## config.mk

```make
export PLATFORM = sky130hd
export DESIGN_NAME = mips_multicycle_core
export DESIGN_NICKNAME = d
export VERILOG_FILES = /design/src/rtl/mips_multicycle_core.sv
export SDC_FILE = /design/constraint.sdc
export NUM_CORES = 2
export LEC_CHECK = 0
export CAP_MARGIN = 0
export CORE_ASPECT_RATIO = 0.9
export CORE_UTILIZATION = 56
export DETAILED_ROUTE_END_ITERATION = 12
export PLACE_DENSITY = 0.73
export SYNTH_ARGS = -nofsm -noshare
export SYNTH_HDL_FRONTEND = slang
export SYNTH_SLANG_ARGS = --single-unit
```

## constraint.sdc

```tcl
create_clock -name globalclock -period 82.1 [get_ports globalclock]
set_input_delay 8.21 -clock globalclock [delete_from_list [all_inputs] [get_ports globalclock]]
set_output_delay 8.21 -clock globalclock [all_outputs]
set_load 0.005 [all_outputs]
```

## src/rtl/mips_multicycle_core.sv

```systemverilog
`default_nettype none
// ============================================================================
//  Module   : mips_multicycle_core
//  Purpose  : Multi-cycle MIPS-I subset core (add/sub/and/or/slt, addi, lw,
//             sw, beq, j) with one shared ALU and one unified req/ack memory
//             port that tolerates wait-stated memory.
//  Ports    : globalclock/globalreset - clock, async active-high reset
//             mem_req/mem_we/mem_addr/mem_wdata - registered request side
//             mem_rdata/mem_ack - memory response
//             retire - 1-cycle pulse per completed instruction
//             halted - sticky illegal-instruction halt
//             isZero - zero flag of the last EXEC ALU result
//             pc_out - address of the next fetch
//  Revision : 1.0 - initial release
// ============================================================================
module mips_multicycle_core #(
    parameter logic [31:0] RESET_PC        = 32'h0000_0000,
    parameter int          ADDR_W          = 32,
    parameter bit          HALT_ON_ILLEGAL = 1'b1
) (
    input  logic              globalclock,
    input  logic              globalreset,
    output logic              mem_req,
    output logic              mem_we,
    output logic [ADDR_W-1:0] mem_addr,
    output logic [31:0]       mem_wdata,
    input  logic [31:0]       mem_rdata,
    input  logic              mem_ack,
    output logic              retire,
    output logic              halted,
    output logic              isZero,
    output logic [31:0]       pc_out
);

    localparam logic [2:0] S_FETCH  = 3'd0;
    localparam logic [2:0] S_DECODE = 3'd1;
    localparam logic [2:0] S_EXEC   = 3'd2;
    localparam logic [2:0] S_MEM    = 3'd3;
    localparam logic [2:0] S_WB     = 3'd4;
    localparam logic [2:0] S_HALT   = 3'd5;

    localparam logic [5:0] OP_RTYPE = 6'h00;
    localparam logic [5:0] OP_ADDI  = 6'h08;
    localparam logic [5:0] OP_LW    = 6'h23;
    localparam logic [5:0] OP_SW    = 6'h2B;
    localparam logic [5:0] OP_BEQ   = 6'h04;
    localparam logic [5:0] OP_J     = 6'h02;

    localparam logic [5:0] FN_ADD = 6'h20;
    localparam logic [5:0] FN_SUB = 6'h22;
    localparam logic [5:0] FN_AND = 6'h24;
    localparam logic [5:0] FN_OR  = 6'h25;
    localparam logic [5:0] FN_SLT = 6'h2A;

    logic [2:0]  state, next_state;
    logic [31:0] pc, pc_next, ir, a, b, alu_out, mdr, exec_result;
    logic [31:0] regs [32];
    logic [5:0]  opcode, funct;
    logic [4:0]  rs, rt, rd, wb_addr;
    logic [31:0] imm_sext, wb_data;
    logic        is_rtype, is_addi, is_lw, is_sw, is_beq, is_j, is_illegal;
    logic        xfer_done, issue_fetch;

    assign opcode   = ir[31:26];
    assign rs       = ir[25:21];
    assign rt       = ir[20:16];
    assign rd       = ir[15:11];
    assign funct    = ir[5:0];
    assign imm_sext = {{16{ir[15]}}, ir[15:0]};

    assign is_rtype   = (opcode == OP_RTYPE) &&
                        (funct inside {FN_ADD, FN_SUB, FN_AND, FN_OR, FN_SLT});
    assign is_addi    = (opcode == OP_ADDI);
    assign is_lw      = (opcode == OP_LW);
    assign is_sw      = (opcode == OP_SW);
    assign is_beq     = (opcode == OP_BEQ);
    assign is_j       = (opcode == OP_J);
    assign is_illegal = !(is_rtype || is_addi || is_lw || is_sw || is_beq || is_j);

    // A transfer only counts while a request is outstanding; stray acks are ignored.
    assign xfer_done = mem_req & mem_ack;

    assign wb_addr = is_rtype ? rd : rt;
    assign wb_data = is_lw ? mdr : alu_out;
    assign pc_out  = pc;

    // Shared ALU: R-type ops, address/immediate add, and A-B for beq's zero flag.
    always_comb begin
        exec_result = a + imm_sext;
        if (is_rtype) begin
            case (funct)
                FN_SUB:  exec_result = a - b;
                FN_AND:  exec_result = a & b;
                FN_OR:   exec_result = a | b;
                FN_SLT:  exec_result = {31'd0, ($signed(a) < $signed(b))};
                default: exec_result = a + b;
            endcase
        end else if (is_beq) begin
            exec_result = a - b;
        end
    end

    always_comb begin
        pc_next = pc;
        if (state == S_FETCH && xfer_done) begin
            pc_next = pc + 32'd4;
        end else if (state == S_EXEC && is_beq && (a == b)) begin
            pc_next = alu_out;
        end else if (state == S_EXEC && is_j) begin
            pc_next = {pc[31:28], ir[25:0], 2'b00};
        end
    end

    // State register
    always_ff @(posedge globalclock or posedge globalreset) begin
        if (globalreset) begin
            state <= S_FETCH;
        end else begin
            state <= next_state;
        end
    end

    // Next-state logic
    always_comb begin
        next_state = state;
        case (state)
            S_FETCH:  if (xfer_done) next_state = S_DECODE;
            S_DECODE: next_state = S_EXEC;
            S_EXEC: begin
                if (is_rtype || is_addi)  next_state = S_WB;
                else if (is_lw || is_sw)  next_state = S_MEM;
                else if (is_beq || is_j)  next_state = S_FETCH;
                else if (HALT_ON_ILLEGAL) next_state = S_HALT;
                else                      next_state = S_FETCH;
            end
            S_MEM:    if (xfer_done) next_state = is_lw ? S_WB : S_FETCH;
            S_WB:     next_state = S_FETCH;
            S_HALT:   next_state = S_HALT;
            default:  next_state = S_FETCH;
        endcase
    end

    // Output logic
    always_comb begin
        retire = 1'b0;
        halted = 1'b0;
        case (state)
            S_EXEC:  retire = is_beq || is_j || (is_illegal && !HALT_ON_ILLEGAL);
            S_MEM:   retire = xfer_done && is_sw;
            S_WB:    retire = 1'b1;
            S_HALT:  halted = 1'b1;
            default: ;
        endcase
    end

    // The fetch request is raised on the edge that enters FETCH so a zero-wait
    // fetch completes in one cycle. Only the first cycle after reset enters
    // FETCH with no request pending, which is handled by the !mem_req term.
    assign issue_fetch = (next_state == S_FETCH) && ((state != S_FETCH) || !mem_req);

    // Datapath and memory-port registers
    always_ff @(posedge globalclock or posedge globalreset) begin
        if (globalreset) begin
            pc        <= RESET_PC;
            ir        <= '0;
            a         <= '0;
            b         <= '0;
            alu_out   <= '0;
            mdr       <= '0;
            isZero    <= 1'b0;
            mem_req   <= 1'b0;
            mem_we    <= 1'b0;
            mem_addr  <= '0;
            mem_wdata <= '0;
            for (int i = 0; i < 32; i++) begin
                regs[i] <= '0;
            end
        end else begin
            pc <= pc_next;

            if (xfer_done) begin
                mem_req <= 1'b0;
            end
            if (issue_fetch) begin
                mem_req  <= 1'b1;
                mem_we   <= 1'b0;
                mem_addr <= pc_next[ADDR_W-1:0];
            end else if (state == S_EXEC && next_state == S_MEM) begin
                mem_req   <= 1'b1;
                mem_we    <= is_sw;
                mem_addr  <= exec_result[ADDR_W-1:0];
                mem_wdata <= b;
            end

            case (state)
                S_FETCH: begin
                    if (xfer_done) ir <= mem_rdata;
                end
                S_DECODE: begin
                    a       <= regs[rs];
                    b       <= regs[rt];
                    alu_out <= pc + {imm_sext[29:0], 2'b00};
                end
                S_EXEC: begin
                    if (is_rtype || is_addi || is_lw || is_sw) alu_out <= exec_result;
                    if (is_rtype || is_addi || is_lw || is_sw || is_beq)
                        isZero <= (exec_result == 32'd0);
                end
                S_MEM: begin
                    if (xfer_done && is_lw) mdr <= mem_rdata;
                end
                S_WB: begin
                    if (wb_addr != 5'd0) regs[wb_addr] <= wb_data;
                end
                default: ;
            endcase
        end
    end

endmodule
`default_nettype wire

```

clocks.png
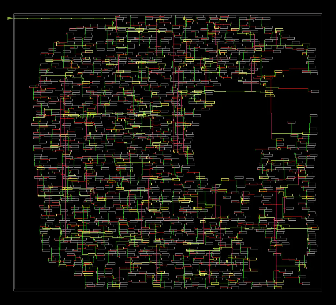
sink count of the clock tree: 1,286
final-layout clock buffer total: 197

metal_density.png
Scale: 1 px per µm. 38 x 34 tiles, from dark purple (low) to yellow (high), scaled to the fullest tile. Values are wire area over tile area, all layers added.
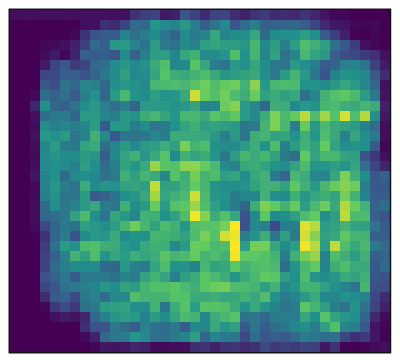
densest ninth of the die = centre
nearly empty tiles = 10%
tiles over half the peak = 45%
routed wire length: 240,000 µm
total via count after detailed routing: 57,300
global-route total usage across every layer: 0.373
average wire per standard cell: 28.7 µm

==> flow_results.xml <==
<?xml version="1.0" encoding="UTF-8"?>
<metrics>
  <group name="setup_path">
    <metric name="setup.worst_path.start_class" unit="">primary input</metric>
    <metric name="cp_num_cells" unit="">6</metric>
    <metric name="max_stage_delay" unit="ps">640</metric>
    <metric name="timing.critical_path.buf_inv" unit="">2</metric>
    <metric name="most_numerous_cell_on_the_critical_path" unit="">sky130_fd_sc_hd__clkdlybuf4s50_1</metric>
    <metric name="timing.critical_path.slowest_stage_cell" unit="">sky130_fd_sc_hd__clkdlybuf4s50_1</metric>
    <metric name="critical_path.reg2reg.startpoint" unit="">ir[21]</metric>
    <metric name="worst-r2r-cell-count" unit="">7</metric>
    <metric name="timing.setup.critical_path_class" unit="">in -&gt; out</metric>
    <metric name="critical_path.endpoint_type" unit="">output pin</metric>
    <metric name="regToRegSetupSlack" unit="ps">76700</metric>
    <metric name="worst_ep_required_time" unit="ps">73890</metric>
    <metric name="worst_setup_path_startpoint" unit="">mem_ack</metric>
    <metric name="worst-path-max-fanout" unit="">6</metric>
    <metric name="worst-endpoint-arrival" unit="ps">10000</metric>
    <metric name="critical_path.cell_chain" unit="">clkdlybuf4s50_1 &gt; nand3_1 &gt; nor2_1 &gt; a31oi_1 &gt; nand2_1 &gt; clkdlybuf4s50_1</metric>
    <metric name="worst_path_dominant_cell_family" unit="">buffers and inverters</metric>
    <metric name="worst_r2r_endpoint" unit="">a[2]</metric>
    <metric name="setup.worst_path.end" unit="">retire</metric>
  </group>
  <group name="logic_synthesis">
    <metric name="ys_types" unit="">100</metric>
    <metric name="mappedNetlistNets" unit="">6967</metric>
    <metric name="ys_async_sr_fraction" unit="">1.00</metric>
    <metric name="yosys_area" unit="µm²">71900</metric>
    <metric name="syn-cell-area" unit="µm²">71900</metric>
    <metric name="yosys_cells" unit="">6771</metric>
    <metric name="synthFlopType" unit="">sky130_fd_sc_hd__dfrtp_1</metric>
    <metric name="synth.yosys.warnings" unit="">0</metric>
    <metric name="numSynthFlops" unit="">1286</metric>
    <metric name="synthesized_area_per_cell" unit="µm²">10.6</metric>
    <metric name="edf_count" unit="">0</metric>
    <metric name="ys_seq_frac" unit="">0.447</metric>
    <metric name="synthesis.instances" unit="">6771</metric>
  </group>
  <group name="power">
    <metric name="cellLeakagePower" unit="µW">0.0332</metric>
    <metric name="highest_ir_drop_seen_on_vdd" unit="V">0.0000221</metric>
    <metric name="power_per_cell_area" unit="nW/µm²">16.7</metric>
  </group>
  <group name="grt">
    <metric name="grt-ovfl-total" unit="">0</metric>
    <metric name="grt_antenna_before_repair" unit="">10</metric>
    <metric name="grt_pass1_vias" unit="">56100</metric>
    <metric name="grt_first_pass_wirelength" unit="µm">361000</metric>
    <metric name="grt_max_degree" unit="">197</metric>
  </group>
  <group name="final_layout">
    <metric name="area.sequential" unit="µm²">32200</metric>
    <metric name="design.final.nets" unit="">6741</metric>
    <metric name="logic_area" unit="µm²">37400</metric>
    <metric name="synthToLayoutAreaGrowth" unit="%">10.4</metric>
    <metric name="final_cell_mix" unit="">1,275 x sky130_fd_sc_hd__dfrtp_1, 882 x sky130_fd_sc_hd__nand2_1, 717 x sky130_fd_sc_hd__o21ai_0</metric>
    <metric name="layout-drive-gt1-share" unit="">0.171</metric>
    <metric name="nFillCells" unit="">9815</metric>
    <metric name="mostFrequentLayoutCell" unit="">sky130_fd_sc_hd__dfrtp_1</metric>
  </group>
  <group name="clock_network">
    <metric name="cts_clock_pin_slew_for_the_worst_setup_and_hold_paths" unit="ps">60</metric>
    <metric name="post-cts-setup-buffers" unit="">0</metric>
    <metric name="clock_path_buffers" unit="">3</metric>
    <metric name="htree_levels" unit="">4</metric>
    <metric name="clock.latency.late_pin" unit="ps">810</metric>
    <metric name="cell_at_the_root_of_the_clock_tree" unit="">sky130_fd_sc_hd__clkbuf_16</metric>
    <metric name="cts_repair_resize_count" unit="">0</metric>
    <metric name="hold_buffers_post_cts" unit="">0</metric>
    <metric name="cts_tree" unit="">yes</metric>
    <metric name="cts-buffers-inserted" unit="">138</metric>
  </group>
  <group name="floorplan">
    <metric name="top_level_ports" unit="">136</metric>
    <metric name="width_of_the_chip" unit="µm">380</metric>
    <metric name="core_util_floorplan" unit="">0.565</metric>
    <metric name="die_height" unit="µm">342</metric>
    <metric name="die_footprint" unit="µm²">130000</metric>
    <metric name="core_area" unit="µm²">127000</metric>
  </group>
  <group name="run_status">
    <metric name="outcome" unit="">finished, violations left</metric>
    <metric name="violations_in_the_final_reports" unit="">capacitance limit, slew limit</metric>
  </group>
  <group name="place">
    <metric name="port_buffers" unit="">135</metric>
    <metric name="hpwl" unit="µm">145000</metric>
    <metric name="gp_congestion" unit="">1.01</metric>
  </group>
  <group name="timing">
    <metric name="slew_headroom" unit="">-0.0180</metric>
    <metric name="finalCritPeriodShare" unit="">0.222</metric>
    <metric name="final-setup-viol-count" unit="">0</metric>
    <metric name="layout_min_cycle_time" unit="ps">18210</metric>
    <metric name="setup-tns-final" unit="ps">0</metric>
    <metric name="hold-worst-slack" unit="ps">398</metric>
    <metric name="rsz0062_at_grt" unit="">no</metric>
    <metric name="fmax" unit="GHz">0.0549</metric>
    <metric name="finalHoldViolCount" unit="">0</metric>
    <metric name="tightestPinTransition" unit="ps">1510</metric>
    <metric name="maxSlewViolCount" unit="">4</metric>
    <metric name="final.setup_skew" unit="ps">48.4</metric>
  </group>
  <group name="drt">
    <metric name="viasPerCell" unit="">6.85</metric>
    <metric name="final_antenna_net_count" unit="">0</metric>
    <metric name="drtIter0Drc" unit="">8110</metric>
    <metric name="drc" unit="">0</metric>
    <metric name="detailedRoute.firstPassIterationCount" unit="">9</metric>
  </group>
  <group name="run">
    <metric name="max-cap-violations" unit="">1</metric>
    <metric name="tool_warnings" unit="">109</metric>
  </group>
  <group name="min_path">
    <metric name="timing.hold.worst.class" unit="">reg -&gt; reg</metric>
  </group>
</metrics>
placement_by_type.png
Scale: 1 px per µm.
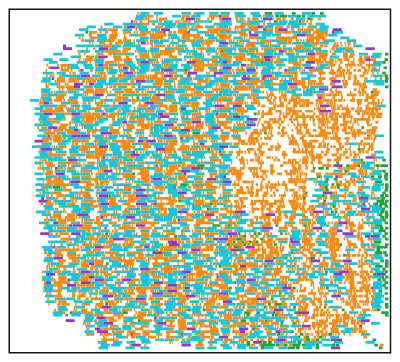
remaining buffers and delay cells -> green  # cells 249
sequential cells -> cyan  # cells 1,286
combinational and other logic -> orange  # cells 4,870
clock drivers and dummy loads -> purple  # cells 254
Placement Rows: 124
finished layout cell area: 79,400 µm²

==> through the flow <==
step                instances  total power (µW)  worst slack, ps  instance area [µm²]   util
global route             8360              1350            63840                79400  0.624
CTS                      8360              1330            63930                79400  0.624
floorplan                6771               656            37650                71900      -
detailed placement       8106               661            63940                74500  0.585
finish                   8366              1320            63890                79400  0.624
global placement         8106               661            63920                74500  0.585
==> worst reg2reg max path, delay by kind of cell (launching register included) <==
family	cells	cell delay (ps)
muxes	3	1860
DFF	1	800
AOI/OAI and AO/OA	1	160
buffers and inverters	3	2420
==> final cells by class <==
type / count / area share
well taps: 1701 / 0.0268
inverters: 119 / 0.00572
clock inverters: 57 / 0.0104
multi-input cells: 4751 / 0.471
clock buffers: 197 / 0.0513
repair buffers: 249 / 0.0289
flip-flops and latches: 1286 / 0.406
diodes: 6 / 0.000189
==> registers in the layout (all words and copies together), names as in the netlist, 3 cells and up <==
register,count
mdr,32
mem_wdata,32
alu_out,32
mem_addr,32
b,32
state,3
ir,32
a,32
pc_out,32
regs,1024
==> Yosys cell counts, types with 39 or more instances <==
master                        n  area [µm²]
sky130_fd_sc_hd__nor2_1     701        2630
sky130_fd_sc_hd__ha_1       157        1960
sky130_fd_sc_hd__nand3_1     80         400
sky130_fd_sc_hd__mux2i_1    102        1020
sky130_fd_sc_hd__a21oi_1    686        3430
sky130_fd_sc_hd__buf_1       72         270
sky130_fd_sc_hd__mux4_2     640       14400
sky130_fd_sc_hd__nand2_1    899        3370
sky130_fd_sc_hd__dfrtp_1   1286       32200
sky130_fd_sc_hd__inv_1      117         439
sky130_fd_sc_hd__o21ai_0    717        3590
sky130_fd_sc_hd__o211ai_1    39         293
sky130_fd_sc_hd__xnor2_1     76         666
sky130_fd_sc_hd__clkbuf_1   503        1890
sky130_fd_sc_hd__nor3_1      41         205
==> where the power goes <==
group          internal, µW       switching (µW)
sequential              634  0.00000000000000427
clock                   399                  276
combinational          2.07                 13.0
total                  1030                  289
==> metal layers <==
metal,vias up,wire [µm],GRT usage
li1,24200,-,-
met4,4,13800,0.196
met5,-,24,0
met2,3548,107000,0.559
met1,28800,89500,0.500
met3,762,29700,0.103
==> how the worst min path moves through the flow <==
stage / startpoint / to / slack [ps] / depth (start not counted)
after floorplan: regs[1000] / regs[1000] / 440 / 1
after global placement: regs[993] / regs[993] / 380 / 0
after detailed placement: regs[1010] / regs[1010] / 380 / 0
after CTS: regs[997] / regs[997] / 400 / 0
after global routing: regs[1020] / regs[1020] / 410 / 0
final: regs[1009] / regs[1009] / 400 / 0
==> cell families after synthesis <==
kind of cell | Yosys count | synth area share
buffers and inverters | 734 | 0.0392
AND-OR/OR-AND | 1791 | 0.141
AND/OR/NAND/NOR | 1912 | 0.110
adder cells (fa/ha/maj) | 161 | 0.0284
flip-flops | 1286 | 0.447
XOR/XNOR | 113 | 0.0138
multiplexers | 774 | 0.220
Power figures rest on the tool's default switching activity, not on a simulated workload.
